<file path="config.mk">
export PLATFORM = sky130hd
export DESIGN_NAME = chart_player
export DESIGN_NICKNAME = d
export VERILOG_FILES = /design/src/rtl/chart_player.sv
export SDC_FILE = /design/constraint.sdc
export NUM_CORES = 1
export LEC_CHECK = 0
export ABC_AREA = 1
export CORE_UTILIZATION = 35
export CTS_CLUSTER_DIAMETER = 60
export DETAILED_ROUTE_END_ITERATION = 16
export GPL_TIMING_DRIVEN = 1
export PLACE_DENSITY = 0.64
export SLEW_MARGIN = 20
export SYNTH_ARGS = -nofsm -noshare
export SYNTH_HDL_FRONTEND = slang
export SYNTH_SLANG_ARGS = --single-unit
</file>
<file path="constraint.sdc">
create_clock -name clk_i -period 1.75 [get_ports clk_i]
set_input_delay 0.175 -clock clk_i [delete_from_list [all_inputs] [get_ports clk_i]]
set_output_delay 0.175 -clock clk_i [all_outputs]
set_load 0.01 [all_outputs]
</file>
<file path="src/rtl/chart_player.sv">
// Chart sequencer: fetches {pitch, duration} notes from external storage and sounds each pitch
// for its duration in counted ticks, until an end marker or the last slot of the chart.
module chart_player #(
  parameter int unsigned NOTE_W    = 8,
  parameter int unsigned LEN_W     = 8,
  parameter int unsigned NOTES_MAX = 64,
  localparam int unsigned IDX_W    = $clog2(NOTES_MAX)
) (
  input  logic                    clk_i,
  input  logic                    rst_ni,
  input  logic                    start_i,
  input  logic [7:0]              chart_id_i,
  input  logic                    stop_i,
  input  logic                    pause_i,
  input  logic                    tick_i,
  output logic [7:0]              rd_chart_id_o,
  output logic [IDX_W-1:0]        rd_note_idx_o,
  input  logic [NOTE_W+LEN_W-1:0] rd_note_data_i,
  output logic [NOTE_W-1:0]       note_out_o,
  output logic                    busy_o,
  output logic                    done_o,
  output logic [IDX_W-1:0]        cur_idx_o
);

  typedef enum logic [2:0] {StIdle, StFetch, StWait, StPlay, StDone} state_e;

  state_e             state_q, state_d;
  logic [7:0]         chart_q, chart_d;
  logic [IDX_W-1:0]   idx_q, idx_d;
  logic [IDX_W-1:0]   cur_idx_q, cur_idx_d;
  logic [NOTE_W-1:0]  note_q, note_d;
  logic [LEN_W-1:0]   remaining_q, remaining_d;

  logic [NOTE_W-1:0]  rd_pitch;
  logic [LEN_W-1:0]   rd_dur;

  assign rd_pitch = rd_note_data_i[NOTE_W+LEN_W-1 -: NOTE_W];
  assign rd_dur   = rd_note_data_i[LEN_W-1:0];

  always_comb begin
    state_d     = state_q;
    chart_d     = chart_q;
    idx_d       = idx_q;
    cur_idx_d   = cur_idx_q;
    note_d      = note_q;
    remaining_d = remaining_q;

    unique case (state_q)
      StIdle: begin
        if (start_i && (chart_id_i != 8'd0)) begin
          chart_d = chart_id_i;
          idx_d   = '0;
          state_d = StFetch;
        end
      end
      StFetch: state_d = StWait;
      StWait: begin
        // Storage data is valid here, one cycle after the FETCH request.
        if (rd_dur == '0) begin
          state_d = StDone;
        end else begin
          note_d      = rd_pitch;
          remaining_d = rd_dur;
          cur_idx_d   = idx_q;
          state_d     = StPlay;
        end
      end
      StPlay: begin
        if (tick_i && !pause_i) begin
          remaining_d = remaining_q - LEN_W'(1);
          if (remaining_q == LEN_W'(1)) begin
            if (idx_q == IDX_W'(NOTES_MAX - 1)) begin
              state_d = StDone;
            end else begin
              idx_d   = idx_q + IDX_W'(1);
              state_d = StFetch;
            end
          end
        end
      end
      StDone: begin
        note_d  = '0;
        state_d = StIdle;
      end
      default: state_d = StIdle;
    endcase

    // Abort overrides every other transition, including a same-cycle start or final tick.
    if (stop_i) begin
      state_d = StIdle;
      note_d  = '0;
    end
  end

  always_ff @(posedge clk_i or negedge rst_ni) begin
    if (!rst_ni) begin
      state_q     <= StIdle;
      chart_q     <= '0;
      idx_q       <= '0;
      cur_idx_q   <= '0;
      note_q      <= '0;
      remaining_q <= '0;
    end else begin
      state_q     <= state_d;
      chart_q     <= chart_d;
      idx_q       <= idx_d;
      cur_idx_q   <= cur_idx_d;
      note_q      <= note_d;
      remaining_q <= remaining_d;
    end
  end

  assign rd_chart_id_o = (state_q == StFetch) ? chart_q : 8'd0;
  assign rd_note_idx_o = idx_q;
  assign note_out_o    = note_q;
  assign busy_o        = (state_q != StIdle);
  assign done_o        = (state_q == StDone) && !stop_i;
  assign cur_idx_o     = cur_idx_q;

endmodule

</file>
Fig. 1: run 1, signal wires on met2
Bar = 20 um.
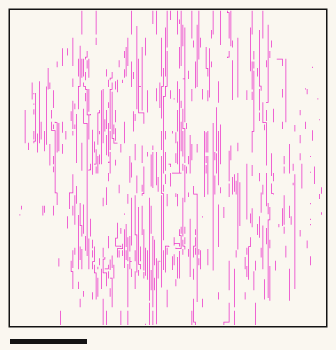
main direction: vertical
wire length on this layer: 2,410 um
nets with wire on the layer: 304
longest straight run: 38.1 um
share of all routed wire: 48%

Fig. 2: run 1, power grid
Bar = 20 um. Pins as bars on the die edge.
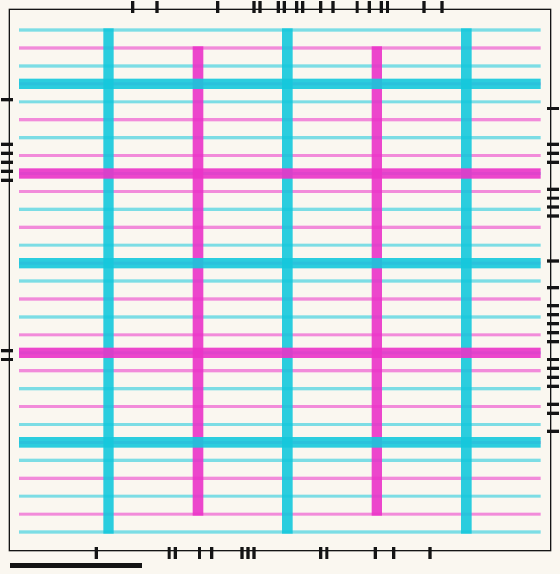
legend:
  VSS:
    colour: cyan
  VDD:
    colour: magenta
signal pins: 60
met5 straps: 5

==> reports/results.ini, run 1 <==
[cts]
cts_tree = done
cts_made_buffers = 5
cts.path.max_buffers = 2
clk_pin_slew_ns = 0.08
cts_resized = 15
htreeDepth = 2
postCtsSetupRepairBufs = 2

[synthesis]
synthCells = 296
synthMuxAreaShare_pct = 0
most_common_cell = nand2_1
yosys.area_share.aoi_pct = 11.9
yosys_warnings = 0
ys_seq_share_pct = 43.6
simple_gate_share_pct = 33.5
netlist_top_cells_count = nand2_1, nor2_1, dfrtp_1
ys.flops = 39
ys_cells = 296
xor_share_pct = 0.783
ys_async_sr_fraction_pct = 100
top_area_cell = dfrtp_1
edf_count = 0
logic_family = simple AND/OR/NAND/NOR gates
syn-num-nets = 329
syn_avg_cell_area_sq_um = 7.55

[critical_path]
crit_required_ns = 1.94
startpoint = rd_note_idx_o[1]$_DFFE_PN0P_
slowest_delay_ns = 0.44
crit_end = rd_note_idx_o[1]$_DFFE_PN0P_
startpoint_type = flop
path_delay_family = simple AND/OR/NAND/NOR gates
arrival_ns = 1.76
path_buffers = 0
endpoint_kind = flop
cpMostUsedCell = nor2_1
reg2reg_depth = 8
path_depth = 8
crit_fanout = 6

[sta]
setup_viol = 0
tns_ns = 0
hold_viol = 0
whs_ns = 0.378
grt_setup_unrepaired = no
worst_slack_ns = 0.174
slew-limit-headroom_pct = 66.4
worst_pin_slew_ns = 0.504

[detailed_routing]
met1_length_um = 2330
wl_per_cell_um = 11.4
dr_wl_met2_um = 2410
route.met3.wl_um = 264
vias = 2066
viasPerCell = 4.66

[cells_and_area]
fillCellCount = 615
most-common-layout-cells = nand2_1, nor2_1, clkdlybuf4s50_1
nets = 400
fin_util_pct = 50.8
syn_to_final_growth_pct = 36.9
design_area_sq_um = 3060
final_common_cell = nand2_1

[placed_design]
port_buffers = 59
post-dp-hpwl_um = 3850
postPlaceCellArea_sq_um = 2940

[pwr]
power-top-group = combinational logic
seq-power_mw = 1.31
p_int_mw = 2.11
p_leak_nw = 1.52
power_frac_seq_pct = 36.9
p_per_area_nw_per_um2 = 1160
p_comb_mw = 1.64
total_power_mw = 3.54
ir_worst_vdd_mv = 0.500
netSwitchingPower_mw = 1.43
p_sw_share_pct = 40.3
pwr-share-comb_pct = 46.3

[outcome]
status = completed

[worst_hold_path]
min_path_type = in -> async

[die]
die_area_sq_um = 6710

[global_route]
grt_pass1_wl_um = 8400
grt-ovfl-total = 0
met3_usage_pct = 3.78
track_usage_pct = 16.3
grt_max_degree = 22
grt_pass1_vias = 1904

[run]
cap_violations = 0

Fig. 3: run 1, clock wiring as the flow saved it
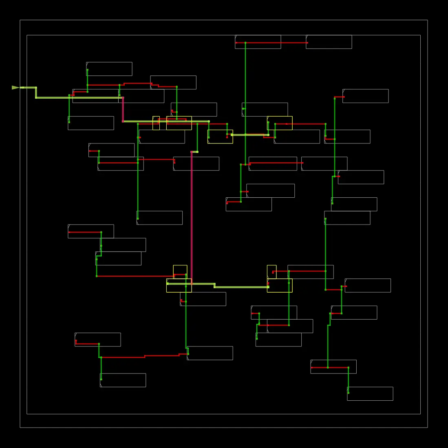
Worst-Skew Late Latency: 0.29 ns
flop count: 39
Sink Count: 39
Power Clock: 0.595 mW
clock skew: 0.00516 ns

run 1: final cells by class:
| type | instances | area, sq um | share of cell area, % |
|---|---|---|---|
| Clock buffer | 6 | 72.6 | 2.37 |
| Clock inverter | 2 | 12.5 | 0.409 |
| Inverter | 39 | 151 | 4.95 |
| Multi-Input combinational cell | 213 | 1090 | 35.6 |
| Sequential cell | 39 | 978 | 32.0 |
| Tap cell | 75 | 93.8 | 3.07 |
| Timing Repair Buffer | 69 | 663 | 21.7 |
run 1: registers in the layout (all words and copies together), names as in the netlist:
register / count
note_out_o: 8
chart_q: 8
remaining_q: 8
cur_idx_o: 6
rd_note_idx_o: 6
state_q: 3
Fig. 4: run 1, wiring by layer
Bar = 20 um. Two of the layers only.
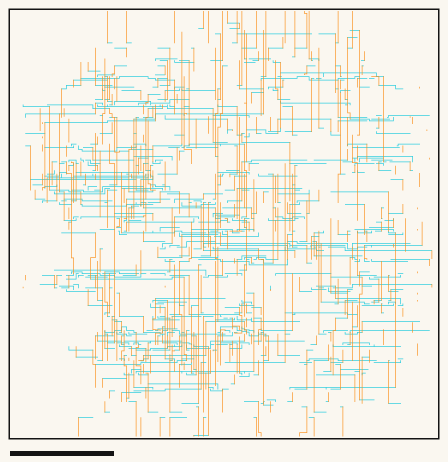

==> run 2: changes to the inputs <==
CORE_UTILIZATION = 48   (was 35)
PLACE_DENSITY = 0.82   (was 0.64)
Fig. 5: run 2, wiring by layer
Bar = 20 um. Two of the layers only.
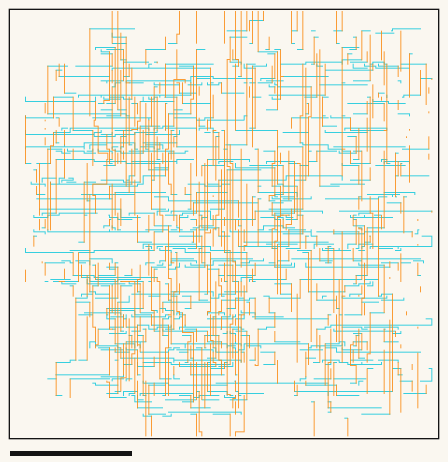
legend:
  met1:
    colour: cyan
    wire_length: 2,340 um
  met2:
    colour: orange
    wire_length: 2,460 um

==> reports/results.ini, run 2 <==
[synthesis]
most_common_cell = nand2_1
yosys_warnings = 0
ys.flops = 39
ys_seq_share_pct = 43.6
xor_share_pct = 0.783
syn-num-nets = 329
synthCells = 296
netlist_top_cells_count = nand2_1, nor2_1, dfrtp_1
ys_cells = 296
yosys.area_share.aoi_pct = 11.9
synthMuxAreaShare_pct = 0
syn_avg_cell_area_sq_um = 7.55
logic_family = simple AND/OR/NAND/NOR gates
edf_count = 0
simple_gate_share_pct = 33.5
top_area_cell = dfrtp_1
ys_async_sr_fraction_pct = 100

[sta]
tns_ns = 0
worst_slack_ns = 0.147
min_period_ns = 1.60
slew-limit-headroom_pct = 69.6
grt_setup_unrepaired = no
worst_pin_slew_ns = 0.457
finClkSkew_ns = 0.00833
setup_viol = 0
hold_viol = 0
whs_ns = 0.345

[cts]
cts_made_buffers = 5
cts.path.max_buffers = 2
cts_sinks = 39
clk_pin_slew_ns = 0.07
htreeDepth = 2
cts_tree = done
clock_latency_ns = 0.30

[pwr]
total_power_mw = 3.56
p_per_area_nw_per_um2 = 1180
ir_worst_vdd_mv = 0.729
p_leak_nw = 1.52

[critical_path]
reg2reg_depth = 9
path_delay_family = buffers and inverters
path_buffers = 3
path_depth = 5
startpoint_type = flop
crit_end = done_o
arrival_ns = 1.43
crit_path_top_delay_cell = dfrtp_1
crit_required_ns = 1.57
slowest_delay_ns = 0.41
reg2reg_from = state_q[0]$_DFFE_PN0P_
startpoint = state_q[0]$_DFFE_PN0P_
endpoint_kind = output pin
crit_fanout = 5

[cells_and_area]
fin_util_pct = 68.4
fillCellCount = 396
syn_to_final_growth_pct = 35.1
antenna_cells = 0
final_common_cell = nand2_1
nets = 401
most-common-layout-cells = nand2_1, nor2_1, clkdlybuf4s50_1
design_area_sq_um = 3020

[global_route]
track_usage_pct = 22.6
grt_max_degree = 20
grt_pass1_wl_um = 8780
grt_pass1_vias = 1993
grt-ovfl-total = 0
met3_usage_pct = 3.46

[placed_design]
gp_congestion = 0.839
port_buffers = 59
post-dp-hpwl_um = 3790
postPlaceCellArea_sq_um = 2920

[detailed_routing]
drt-total-wl_um = 5170
vias = 2122
wl_per_cell_um = 12.3
dr_wl_met2_um = 2460
route.met3.wl_um = 304
viasPerCell = 5.04
met1_length_um = 2340

[die]
die_area_sq_um = 4940
die_height_um = 70.3

[worst_hold_path]
min_path_type = in -> async

[outcome]
status = completed

[run]
cap_violations = 0

Fig. 6: run 2, power grid
Bar = 20 um. Pins as bars on the die edge.
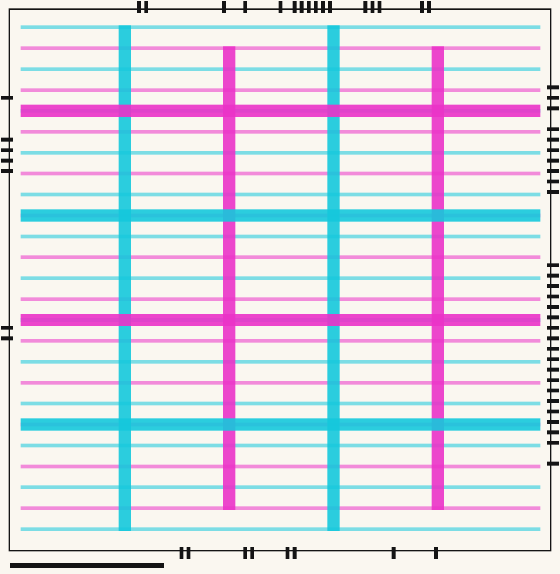
legend:
  VSS:
    colour: cyan
  VDD:
    colour: magenta
met1 rails: 25
rows: 24

[run 2: cell counts after synthesis]
Identical to the previous run, type by type.
[run 2: report_power, final]
group	leakage, nW	internal (mW)	total [mW]	switching [mW]
clock	0.0412	0.278	0.604	0.326
sequential	0.502	1.16	1.31	0.157
combinational	0.975	0.664	1.65	0.981
total	1.52	2.10	3.56	1.46
[run 2: area by class of cell]
type | instances | area, sq um | share of cell area (%)
clock buffer | 6 | 72.6 | 2.40
timing repair buffer | 70 | 658 | 21.8
sequential | 39 | 977 | 32.4
multi-input combinational | 213 | 1080 | 35.9
clock inverter | 2 | 12.5 | 0.414
inverter | 39 | 151 | 5.01
tap | 52 | 65.1 | 2.15
[run 2: timing repair]
item	CTS	global route
setup buffers	1	0
gates resized	13	0
endpoints found under the hold margin	17	0
hold buffers	1	0
setup endpoints to repair	10	0
Fig. 7: run 2, clock wiring as the flow saved it
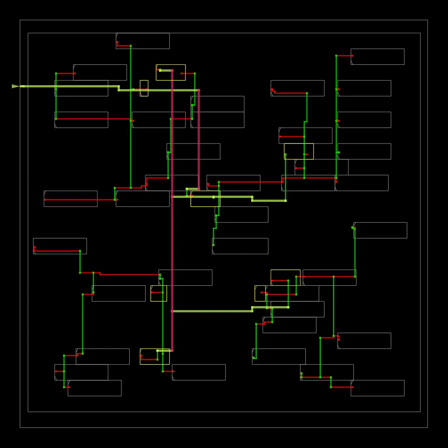

==> run 3: changes to the inputs <==
CORE_UTILIZATION = 45   (was 48)
CTS_CLUSTER_DIAMETER = unset   (was 60)
PLACE_DENSITY = 0.78   (was 0.82)
Fig. 8: run 3, clock wiring as the flow saved it
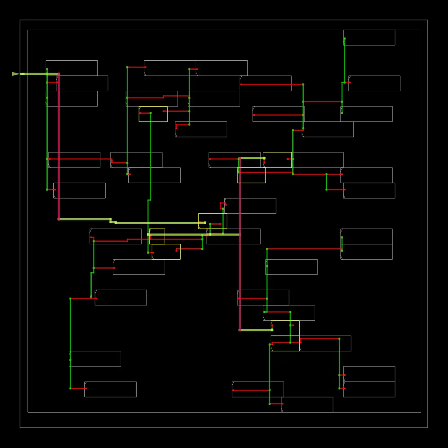
Power Clock: 0.667 mW
clkbuf count: 7
clock skew: 0.00361 ns

Fig. 9: run 3, the metal 3 layer
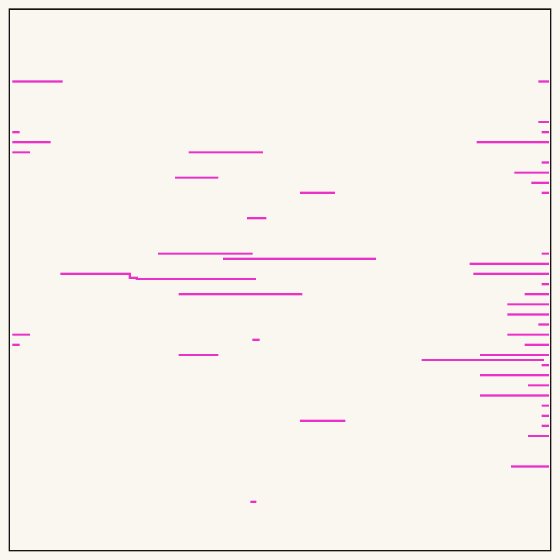
wire length on this layer: 247 um
share of all routed wire: 4.9%

==> reports/results.ini, run 3 <==
[synthesis]
ys_cells = 296
synthCells = 296
syn_avg_cell_area_sq_um = 7.55
yosys_warnings = 0
syn-num-nets = 329
top_area_cell = dfrtp_1
top_cells_by_area = dfrtp_1, nand2_1, nor2_1
netlist_top_cells_count = nand2_1, nor2_1, dfrtp_1
ys.flops = 39
synth_cell_type_count = 28
ys_seq_share_pct = 43.6
edf_count = 0
ys_area_sq_um = 2240
most_common_cell = nand2_1
ys_async_sr_fraction_pct = 100

[sta]
hold_viol = 0
whs_ns = 0.429
setup_viol = 0
tns_ns = 0
finalCritPeriodShare_pct = 93.5
grt_setup_unrepaired = no
slew-limit-headroom_pct = 66.9
worst_pin_slew_ns = 0.496
worst_slack_ns = 0.115
min_period_ns = 1.64

[placed_design]
gp_congestion = 0.863
postPlaceCellArea_sq_um = 2910
pre_cts_ws_ns = -0.0103
post-dp-hpwl_um = 3650
port_buffers = 59

[die]
die_area_sq_um = 5250
core_sq_um = 4750
die_height_um = 72.5
n_tap_cell = 67
ios = 60
chipWidth_um = 72.5

[critical_path]
path_cells = buf_4 -> inv_1 -> nand3_2 -> nor2_1 -> dlygate4sd2_1
crit_fanout = 5
startpoint = state_q[0]$_DFFE_PN0P_
reg2reg_depth = 9
crit_end = done_o
endpoint_kind = output pin
slowest_delay_ns = 0.42
path_buffers = 3
reg2reg_from = state_q[0]$_DFFE_PN0P_
crit_path_top_delay_cell = dfrtp_1
r2r-end = rd_note_idx_o[4]$_DFFE_PN0P_
arrival_ns = 1.46
crit_required_ns = 1.57
path_depth = 5
path_delay_family = buffers and inverters
startpoint_type = flop

[cells_and_area]
fillCellCount = 436
seq_area_sq_um = 977
drive_above_1_share_pct = 15.8
design_area_sq_um = 3050
nets = 399
comb_cells = 213
buffers = 68
antenna_cells = 0
inv_count = 39
logic_area_sq_um = 1090
clk_share_pct = 3.40
seq_share_pct = 32.0
final_common_cell = nand2_1
comb_share_pct = 35.8
fin_util_pct = 64.2
largestClassByArea = combinational gates
buf_share_pct = 21.1
flops = 39
syn_to_final_growth_pct = 36.4
most-common-layout-cells = nand2_1, clkdlybuf4s50_1, nor2_1

[pwr]
p_comb_mw = 1.66
p_leak_nw = 1.52
p_int_mw = 2.19
seq-power_mw = 1.30
netSwitchingPower_mw = 1.44
power-top-group = combinational logic
pwr-share-comb_pct = 45.7
ir_worst_vdd_mv = 0.489
total_power_mw = 3.63
p_sw_share_pct = 39.6
p_per_area_nw_per_um2 = 1190
power_frac_seq_pct = 35.9
clkPwrFrac_pct = 18.4

[cts]
clk_pin_slew_ns = 0.07
htreeDepth = 2
clock_latency_ns = 0.29
cts_root_buf = clkbuf_8
cts_made_buffers = 5
cts_sinks = 39
cts_tree = done
cts.path.max_buffers = 2

[worst_hold_path]
hold_path_startpoint = rd_note_data_i[10]
min_path_type = in -> reg

[detailed_routing]
drt-total-wl_um = 4990
drt_iter0_drc = 75
highest-signal-layer = met4
met1_length_um = 2240
vias = 2074
route.met3.wl_um = 246
wl_per_cell_um = 11.5
viasPerCell = 4.78
dr_wl_met2_um = 2430

[global_route]
grt.met2_usage_pct = 35.2
grt_pass1_vias = 1918
met3_usage_pct = 4.58
grt_busiest_layer = met2
grt-ovfl-total = 0
grt_pass1_wl_um = 8370
track_usage_pct = 20.8
grt_max_degree = 40

[run]
tool_warnings = 27
cap_violations = 0

[outcome]
status = completed

==> run 3: cell count changes in the layout (fill, tap and decap cells not counted), sizes merged <==
cell	previous run	this run
buf	11	9
clkinv	2	1
clkbuf	6	7
==> run 3: cell families after synthesis <==
| group | Yosys count | share of synthesized area [%] |
|---|---|---|
| AOI/OAI and AO/OA | 40 | 11.9 |
| adders and majority gates | 3 | 1.68 |
| buffers and inverters | 44 | 8.45 |
| and+or+nand+nor | 168 | 33.5 |
| xor gates and xnor gates | 2 | 0.784 |
| DFF | 39 | 43.6 |
==> run 3: what timing repair did <==
action                                  in CTS  in global routing
pin swaps                                    1                  0
endpoints found under the setup margin      10                  5
hold buffers                                 1                  0
endpoints found under the hold margin       39                  0
resized                                     13                  2
buffers inserted                             2                  0
Power figures rest on the tool's default switching activity, not on a simulated workload.
